===== src/rtl/uart_rsp_pkg.sv =====
// uart_rsp_pkg: constants and types shared by the UART register responder.
//   - Command opcodes and response codes exchanged with the host.
//   - FSM state encoding of the responder.
package uart_rsp_pkg;

  localparam logic [7:0] OP_WRITE = 8'h57;  // 'W' addr data
  localparam logic [7:0] OP_READ  = 8'h52;  // 'R' addr
  localparam logic [7:0] RSP_ACK  = 8'h06;
  localparam logic [7:0] RSP_NAK  = 8'h15;

  typedef enum logic [2:0] {
    ST_IDLE     = 3'd0,
    ST_GET_ADDR = 3'd1,
    ST_GET_DATA = 3'd2,
    ST_RESP     = 3'd3,
    ST_TX_ACK   = 3'd4,
    ST_TX_WAIT  = 3'd5
  } state_e;

endpackage


===== src/rtl/uart_rsp_sync.sv =====
// uart_rsp_sync: two-flop synchroniser for a level crossing into clk_i.
//   RISE_EDGE = 1 : q_o is a one-cycle pulse on each rising edge of the
//                   synchronised level.
//   RISE_EDGE = 0 : q_o is the synchronised level itself.
// Ports:
//   clk_i  in  1  destination clock
//   rst_ni in  1  asynchronous active-low reset
//   d_i    in  1  asynchronous input level
//   q_o    out 1  synchronised level or rising-edge pulse
module uart_rsp_sync #(
  parameter bit RISE_EDGE = 1'b1
) (
  input  logic clk_i,
  input  logic rst_ni,
  input  logic d_i,
  output logic q_o
);

  logic [1:0] sync_q;

  // Two-stage metastability filter.
  always_ff @(posedge clk_i or negedge rst_ni) begin
    if (!rst_ni) begin
      sync_q <= 2'b00;
    end else begin
      sync_q <= {sync_q[0], d_i};
    end
  end

  if (RISE_EDGE) begin : g_rise
    logic prev_q;

    // Delayed copy of the synchronised level for edge detection.
    always_ff @(posedge clk_i or negedge rst_ni) begin
      if (!rst_ni) begin
        prev_q <= 1'b0;
      end else begin
        prev_q <= sync_q[1];
      end
    end

    assign q_o = sync_q[1] & ~prev_q;
  end else begin : g_level
    assign q_o = sync_q[1];
  end

endmodule


===== src/rtl/uart_reg_responder.sv =====
// uart_reg_responder: serial command responder giving a host read/write
// access to a bank of 8-bit registers through the Uart8 rx/tx user side.
//   Write: 'W'(57) addr data -> ACK(06).   Read: 'R'(52) addr -> reg[addr].
//   Unknown opcode, out-of-range addr or errored byte -> NAK(15).
// Ports:
//   clk, rstN                 clock, asynchronous active-low reset
//   rxDone, rxErr, rxData     receiver handshake (rxDone/rxErr are resynchronised)
//   txBusy                    transmitter busy (resynchronised)
//   rxEn, txEn                receiver / transmitter enables, high after reset
//   txStart, txData           transmit request and byte
//   regOut                    flattened register bank, reg k at [8k+7:8k]
//   wrStrobe, wrAddr          one-cycle pulse and address of each write
// Optional build macro UART_RSP_TIMEOUT_EN: a partial command is discarded
// after TIMEOUT_CYCLES of inter-byte silence.
module uart_reg_responder
  import uart_rsp_pkg::*;
#(
  parameter int          NUM_REGS       = 16,
  parameter int          TIMEOUT_CYCLES = 100000000,
  parameter logic [7:0]  RESET_VALUE    = 8'h00
) (
  input  logic                  clk,
  input  logic                  rstN,
  input  logic                  rxDone,
  input  logic                  rxErr,
  input  logic [7:0]            rxData,
  input  logic                  txBusy,
  output logic                  rxEn,
  output logic                  txEn,
  output logic                  txStart,
  output logic [7:0]            txData,
  output logic [8*NUM_REGS-1:0] regOut,
  output logic                  wrStrobe,
  output logic [7:0]            wrAddr
);

  localparam int AW = (NUM_REGS > 1) ? $clog2(NUM_REGS) : 1;

  if (NUM_REGS < 1 || NUM_REGS > 256) begin : g_bad_num_regs
    $error("uart_reg_responder: NUM_REGS must be in 1..256");
  end
  if (TIMEOUT_CYCLES < 1) begin : g_bad_timeout
    $error("uart_reg_responder: TIMEOUT_CYCLES must be at least 1");
  end

  state_e        state_q, state_d;
  logic          is_wr_q, is_wr_d;
  logic [AW-1:0] addr_q, addr_d;
  logic [7:0]    rsp_q, rsp_d;
  logic          tx_start_q, tx_start_d;
  logic [7:0]    tx_data_q, tx_data_d;
  logic          wr_strobe_q, wr_strobe_d;
  logic [7:0]    wr_addr_q, wr_addr_d;
  logic          en_q;
  logic [7:0]    regs_q [NUM_REGS];
  logic          reg_we_s;

  logic          rx_rise_s, rx_err_s, tx_busy_s;
  logic          addr_ok_s;
  logic [AW-1:0] rx_idx_s;
  logic          tmo_hit_s;

  uart_rsp_sync #(.RISE_EDGE(1'b1)) u_sync_rx_done (
    .clk_i(clk), .rst_ni(rstN), .d_i(rxDone), .q_o(rx_rise_s)
  );
  uart_rsp_sync #(.RISE_EDGE(1'b0)) u_sync_rx_err (
    .clk_i(clk), .rst_ni(rstN), .d_i(rxErr), .q_o(rx_err_s)
  );
  uart_rsp_sync #(.RISE_EDGE(1'b0)) u_sync_tx_busy (
    .clk_i(clk), .rst_ni(rstN), .d_i(txBusy), .q_o(tx_busy_s)
  );

  // 9-bit compare so NUM_REGS = 256 accepts every byte value.
  assign addr_ok_s = ({1'b0, rxData} < 9'(NUM_REGS));
  assign rx_idx_s  = rxData[AW-1:0];

`ifdef UART_RSP_TIMEOUT_EN
  localparam int TW = (TIMEOUT_CYCLES > 1) ? $clog2(TIMEOUT_CYCLES) : 1;
  logic [TW-1:0] tmo_q, tmo_d;

  assign tmo_hit_s = (tmo_q == TW'(TIMEOUT_CYCLES - 1));

  // Silence counter: counts only while a command is partially received.
  always_comb begin
    tmo_d = {TW{1'b0}};
    if ((state_q == ST_GET_ADDR || state_q == ST_GET_DATA) && !rx_rise_s && !tmo_hit_s) begin
      tmo_d = tmo_q + TW'(1);
    end else begin
      tmo_d = {TW{1'b0}};
    end
  end

  // Silence counter register.
  always_ff @(posedge clk or negedge rstN) begin
    if (!rstN) begin
      tmo_q <= {TW{1'b0}};
    end else begin
      tmo_q <= tmo_d;
    end
  end
`else
  assign tmo_hit_s = 1'b0;
`endif

  // Command FSM next-state and datapath decisions.
  always_comb begin
    state_d     = state_q;
    is_wr_d     = is_wr_q;
    addr_d      = addr_q;
    rsp_d       = rsp_q;
    tx_start_d  = tx_start_q;
    tx_data_d   = tx_data_q;
    wr_strobe_d = 1'b0;
    wr_addr_d   = wr_addr_q;
    reg_we_s    = 1'b0;
    case (state_q)
      ST_IDLE: begin
        if (rx_rise_s) begin
          if (!rx_err_s && rxData == OP_WRITE) begin
            is_wr_d = 1'b1;
            state_d = ST_GET_ADDR;
          end else if (!rx_err_s && rxData == OP_READ) begin
            is_wr_d = 1'b0;
            state_d = ST_GET_ADDR;
          end else begin
            rsp_d   = RSP_NAK;
            state_d = ST_RESP;
          end
        end else begin
          state_d = ST_IDLE;
        end
      end
      ST_GET_ADDR: begin
        if (rx_rise_s) begin
          if (rx_err_s || !addr_ok_s) begin
            rsp_d   = RSP_NAK;
            state_d = ST_RESP;
          end else if (is_wr_q) begin
            addr_d  = rx_idx_s;
            state_d = ST_GET_DATA;
          end else begin
            // Snapshot now so the response reflects the value at addr time.
            rsp_d   = regs_q[rx_idx_s];
            state_d = ST_RESP;
          end
        end else if (tmo_hit_s) begin
          state_d = ST_IDLE;
        end else begin
          state_d = ST_GET_ADDR;
        end
      end
      ST_GET_DATA: begin
        if (rx_rise_s) begin
          if (rx_err_s) begin
            rsp_d = RSP_NAK;
          end else begin
            reg_we_s    = 1'b1;
            wr_strobe_d = 1'b1;
            wr_addr_d   = 8'(addr_q);
            rsp_d       = RSP_ACK;
          end
          state_d = ST_RESP;
        end else if (tmo_hit_s) begin
          state_d = ST_IDLE;
        end else begin
          state_d = ST_GET_DATA;
        end
      end
      ST_RESP: begin
        tx_data_d  = rsp_q;
        tx_start_d = 1'b1;
        state_d    = ST_TX_ACK;
      end
      ST_TX_ACK: begin
        if (tx_busy_s) begin
          tx_start_d = 1'b0;
          state_d    = ST_TX_WAIT;
        end else begin
          state_d = ST_TX_ACK;
        end
      end
      ST_TX_WAIT: begin
        if (!tx_busy_s) begin
          state_d = ST_IDLE;
        end else begin
          state_d = ST_TX_WAIT;
        end
      end
      default: begin
        tx_start_d = 1'b0;
        state_d    = ST_IDLE;
      end
    endcase
  end

  // FSM and output registers.
  always_ff @(posedge clk or negedge rstN) begin
    if (!rstN) begin
      state_q     <= ST_IDLE;
      is_wr_q     <= 1'b0;
      addr_q      <= {AW{1'b0}};
      rsp_q       <= 8'h00;
      tx_start_q  <= 1'b0;
      tx_data_q   <= 8'h00;
      wr_strobe_q <= 1'b0;
      wr_addr_q   <= 8'h00;
      en_q        <= 1'b0;
    end else begin
      state_q     <= state_d;
      is_wr_q     <= is_wr_d;
      addr_q      <= addr_d;
      rsp_q       <= rsp_d;
      tx_start_q  <= tx_start_d;
      tx_data_q   <= tx_data_d;
      wr_strobe_q <= wr_strobe_d;
      wr_addr_q   <= wr_addr_d;
      en_q        <= 1'b1;
    end
  end

  // Register bank; written from the data byte in GET_DATA.
  always_ff @(posedge clk or negedge rstN) begin
    if (!rstN) begin
      for (int k = 0; k < NUM_REGS; k++) begin
        regs_q[k] <= RESET_VALUE;
      end
    end else if (reg_we_s) begin
      regs_q[addr_q] <= rxData;
    end else begin
      regs_q <= regs_q;
    end
  end

  for (genvar k = 0; k < NUM_REGS; k++) begin : g_reg_out
    assign regOut[8*k +: 8] = regs_q[k];
  end

  assign rxEn     = en_q;
  assign txEn     = en_q;
  assign txStart  = tx_start_q;
  assign txData   = tx_data_q;
  assign wrStrobe = wr_strobe_q;
  assign wrAddr   = wr_addr_q;

endmodule


===== config.mk =====
export PLATFORM = sky130hd
export DESIGN_NAME = uart_reg_responder
export DESIGN_NICKNAME = d
export VERILOG_FILES = /design/src/rtl/uart_rsp_pkg.sv /design/src/rtl/uart_rsp_sync.sv /design/src/rtl/uart_reg_responder.sv
export SDC_FILE = /design/constraint.sdc
export NUM_CORES = 1
export LEC_CHECK = 0
export ABC_AREA = 1
export CAP_MARGIN = 5
export CELL_PAD_IN_SITES_DETAIL_PLACEMENT = 1
export CELL_PAD_IN_SITES_GLOBAL_PLACEMENT = 2
export CORE_ASPECT_RATIO = 0.9
export CORE_MARGIN = 4
export CORE_UTILIZATION = 29
export CTS_CLUSTER_DIAMETER = 150
export DETAILED_ROUTE_END_ITERATION = 12
export PLACE_DENSITY = 0.75
export SLEW_MARGIN = 0
export SYNTH_ARGS = -nofsm -noshare
export SYNTH_HDL_FRONTEND = slang
export SYNTH_SLANG_ARGS = --single-unit

===== constraint.sdc =====
create_clock -name clk -period 2.2 [get_ports clk]
set_clock_uncertainty 0.2 [all_clocks]
set_input_delay 0.33 -clock clk [delete_from_list [all_inputs] [get_ports clk]]
set_output_delay 0.33 -clock clk [all_outputs]
set_load 0.005 [all_outputs]

Fig. 1: close-up of the layout
Region (73, 33) to (103, 63) um. Cells in grey, sequential cells in the stronger grey; small squares are vias.
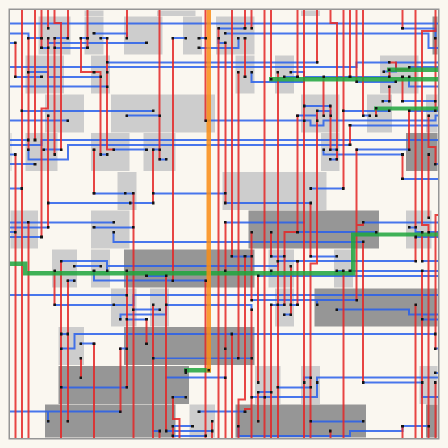
Key: metal 3 = green; metal 4 = orange; metal 2 = red; metal 1 = blue
Most frequent: nand2_1 (12), o21ai_1 (7), dfrtp_1 (7). Sequential cells in the window: 7. 43 logic cells have their middle in the window. Netlist names of flops here include regOut (7).

==> impl_metrics.csv <==
group,metric,value,unit
pwr,internal-power,5.779,mW
clocking,cts_tree,"built",
synthesis,synth.lib_cells_used.distinct,27,
grt,grt-busiest-layer,"met2",
final_timing,setup_viol,0,
layout,mi_logic_area,2776,um^2
synthesis,async_flop_share,100.0,%
synthesis,synth.ff_latch_count,166,
synthesis,number_of_warning_messages_in_the_yosys_log,0,
layout,final_nets,1119,
floorplanning,die.size.x,176.5,um
job,drv.max_cap_violation_count,0,
synthesis,ys_seq_share,56.08,%
setup_path,critical_path.endpoint_type,"register",
layout,drive_gt1_share,9.937,%
layout,antenna_cells_inserted,0,
floorplanning,dieArea,28170,um^2
setup_path,timing.critical_path.cells,"inv_2, nand2_2, nor2_4, nand3_4, nor3_4, nand2_1, buf_4, nand2_1, o21ai_1",
clocking,cts.sink_count,166,
synthesis,yosys.area_share.xor_xnor,0,%
synthesis,simple_gate_share,23.60,%
pwr,switching_share,28.56,%
final_timing,layout_min_cycle_time,1.991,ns
setup_path,cp_slowest_cell,"dfrtp_1",
setup_path,setup.reg_to_reg.worst_slack,0.21,ns
pwr,power_frac_comb,18.6,%
route,drt-pass1-iter-count,4,
synthesis,yosys.cell_count.top_type,"nand2_1",
setup_path,critPathMostFrequentCell,"nand2_1",
route,detail_route.wirelength,29140,um
clocking,clock_buffer_count_from_cts,17,
placement,detailed_place.area,9731,um^2
placement,buffer_ports.inserted,156,
placement,routabilityCongestion,0.8199,
layout,syn2layout_area_growth,39.68,%
clocking,cts_setup_buffers,0,
grt,first_pass_grt_wire_length,45510,um
synthesis,synth_adder_area_share,0,%
layout,num-fill-cells,2969,
setup_path,worstPathMaxFanout,16,
synthesis,post_synthesis_mean_instance_area,8.086,um^2
hold_path,min_delay_path_depth,1,
grt,pin_count_of_the_biggest_net_entering_global_routing,45,
synthesis,synthDominantCellAreaShare,56.08,%
grt,groute.layer.met1.usage,29.91,%
grt,track_usage,20.99,%
setup_path,crit_path_max_incr_delay,0.39,ns
pwr,seqPwrFrac,44.3,%
setup_path,crit_arrival,2.10,ns
clocking,cts_max_level,4,
synthesis,post_synth_inst_count,916,
layout,sequential_cell_area,4154,um^2
pwr,switching_power,2.310,mW
synthesis,synth_top_cell_by_area,"dfrtp_1",
route,wl_per_cell,19.97,um
synthesis,yosys-stat-area,7407,um^2
grt,grt_antenna_before_repair,0,
setup_path,critical_path.startpoint,"state_q[0]",
synthesis,ys_cells,916,
setup_path,worstReg2RegEnd,"regOut[18]",
synthesis,logic_family,"simple AND/OR/NAND/NOR gates",
setup_path,worstReg2RegStart,"state_q[0]",
grt,grt_overflow_total,0,
outcome,status,"finished, final reports clean",
floorplanning,placement_rows,55,
clocking,clk_root_buffer_cell,"clkbuf_16",
setup_path,timing.critical_path.from_type,"register",
clocking,clock_insertion_delay_worst_skew,0.44,ns
final_timing,min_period_over_period,90.49,%
final_timing,fmaxAchievable,502.3,MHz
route,vias_per_cell,4.770,
layout,final_design_area_no_fill,10350,um^2
synthesis,yosys_most_used_dff,"dfrtp_1",
floorplanning,floorplan.initialDensity,29.49,%
job,tool_warnings,26,
pwr,vdd_drop_max,437.4,uV
synthesis,edf_count,0,
pwr,clkPwrFrac,37.1,%
route,first_iter_violations,477,
grt,global_route.usage.met2,33.09,%
synthesis,mux_area_share,0.2872,%
grt,globalRouteMet3Util,4.379,%
floorplanning,design.portCount,161,
grt,first_global_vias,7383,
Fig. 2: logic cells by family
Scale: 3 px per um.
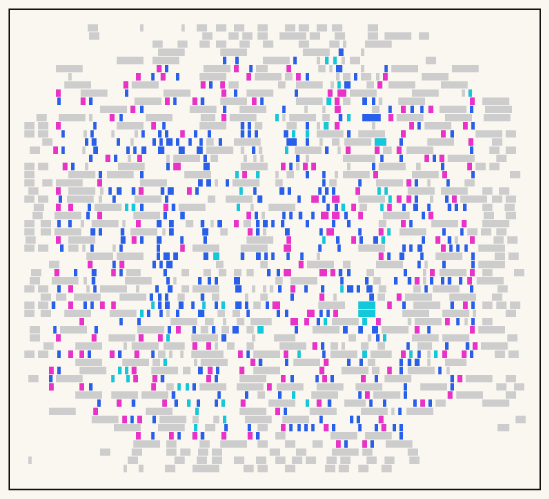
Key: NAND gates = blue [cells 372, most used nand2_1]; NOR gates = cyan [cells 57, most used nor2_1]; inverting AOI/OAI gates = magenta [cells 184, most used o21ai_1, where all over the die]

metal layers:
| layer | up-vias | part of all wire [%] |
|---|---|---|
| met5 | - | 0 |
| met4 | 0 | 1.3 |
| met3 | 20 | 4.5 |
| met2 | 156 | 46 |
| met1 | 3468 | 48 |
| li1 | 3315 | - |
placed cells by master (no fill, tap or decap), types with 3 or more instances in the layout:
cell type / count
a21oi_1: 4
inv_1: 70
dfrtp_1: 166
nor2_1: 48
buf_12: 6
o211ai_1: 9
nand3_1: 38
clkbuf_8: 3
o21ai_1: 125
buf_4: 57
nand2_1: 313
nand4_1: 17
conb_1: 5
clkbuf_16: 17
nor3_1: 4
inv_2: 9
clkdlybuf4s50_1: 154
o21ai_0: 41
clkbuf_1: 3
registers in the layout, summed over array words and instances (netlist names), 2 cells and up:
register,flops
u_sync_rx_done.sync_q,2
rsp_q,8
addr_q,4
state_q,3
u_sync_tx_busy.sync_q,2
txData,8
u_sync_rx_err.sync_q,2
wrAddr,4
regOut,128
stage by stage:
step | power (mW) | TNS [ns] | worst slack (ns) | hold slack [ns] | cells
after CTS | 8.142 | 0 | 0.02374 | 0.1216 | 1459
final | 8.089 | 0 | 0.2092 | 0.1391 | 1459
after floorplan | 4.186 | 0 | 0.3160 | -0.1656 | 919
after global placement | 5.094 | -0.4662 | -0.1085 | 0.1028 | 1428
after global routing | 8.496 | 0 | 0.04803 | 0.1150 | 1459
after detailed placement | 5.126 | -0.6681 | -0.1338 | 0.1035 | 1428
worst min-delay path by stage:
| stage | endpoint | startpoint | slack (ns) |
|---|---|---|---|
| 2_1_floorplan | addr_q[0] | rstN | -0.17 |
| 3_3_place_gp | regOut[47] | rstN | 0.10 |
| 3_5_place_dp | regOut[39] | rstN | 0.10 |
| 4_1_cts | u_sync_tx_busy.sync_q[0] | txBusy | 0.12 |
| 5_1_grt | u_sync_tx_busy.sync_q[0] | txBusy | 0.11 |
| 6_report | u_sync_rx_err.sync_q[0] | rxErr | 0.14 |
power by group through the flow:
stage / registers [mW] / clock network [mW] / logic, mW
after floorplan: 3.56 / 0 / 0.628
after global placement: 3.64 / 0 / 1.46
after detailed placement: 3.63 / 0 / 1.49
after CTS: 3.58 / 3.06 / 1.50
after global routing: 3.61 / 3.20 / 1.69
final: 3.58 / 3.00 / 1.51
logic make-up (layout without fill, tap and decap cells):
kind of cell | after synthesis | count (layout)
other | 2 | 5
AOI/OAI and AO/OA | 184 | 184
and+or+nand+nor | 431 | 431
DFF | 166 | 166
buffers and inverters | 131 | 329
muxes | 2 | 2
final cells by class:
class	count	share of cell area (%)
timing repair buffer	220	20.45
inverter	79	2.866
multi-input combinational	622	26.84
sequential	166	40.15
clock buffer	23	4.620
tap	342	4.136
clock inverter	7	0.9433
timing repair:
item / CTS / global route
gates resized: 0 / 6
hold buffers: 1 / 0
endpoints found under the setup margin: 0 / 72
hold endpoints to repair: 39 / 0
No activity file was given, so power comes from the tool's default toggle rates.
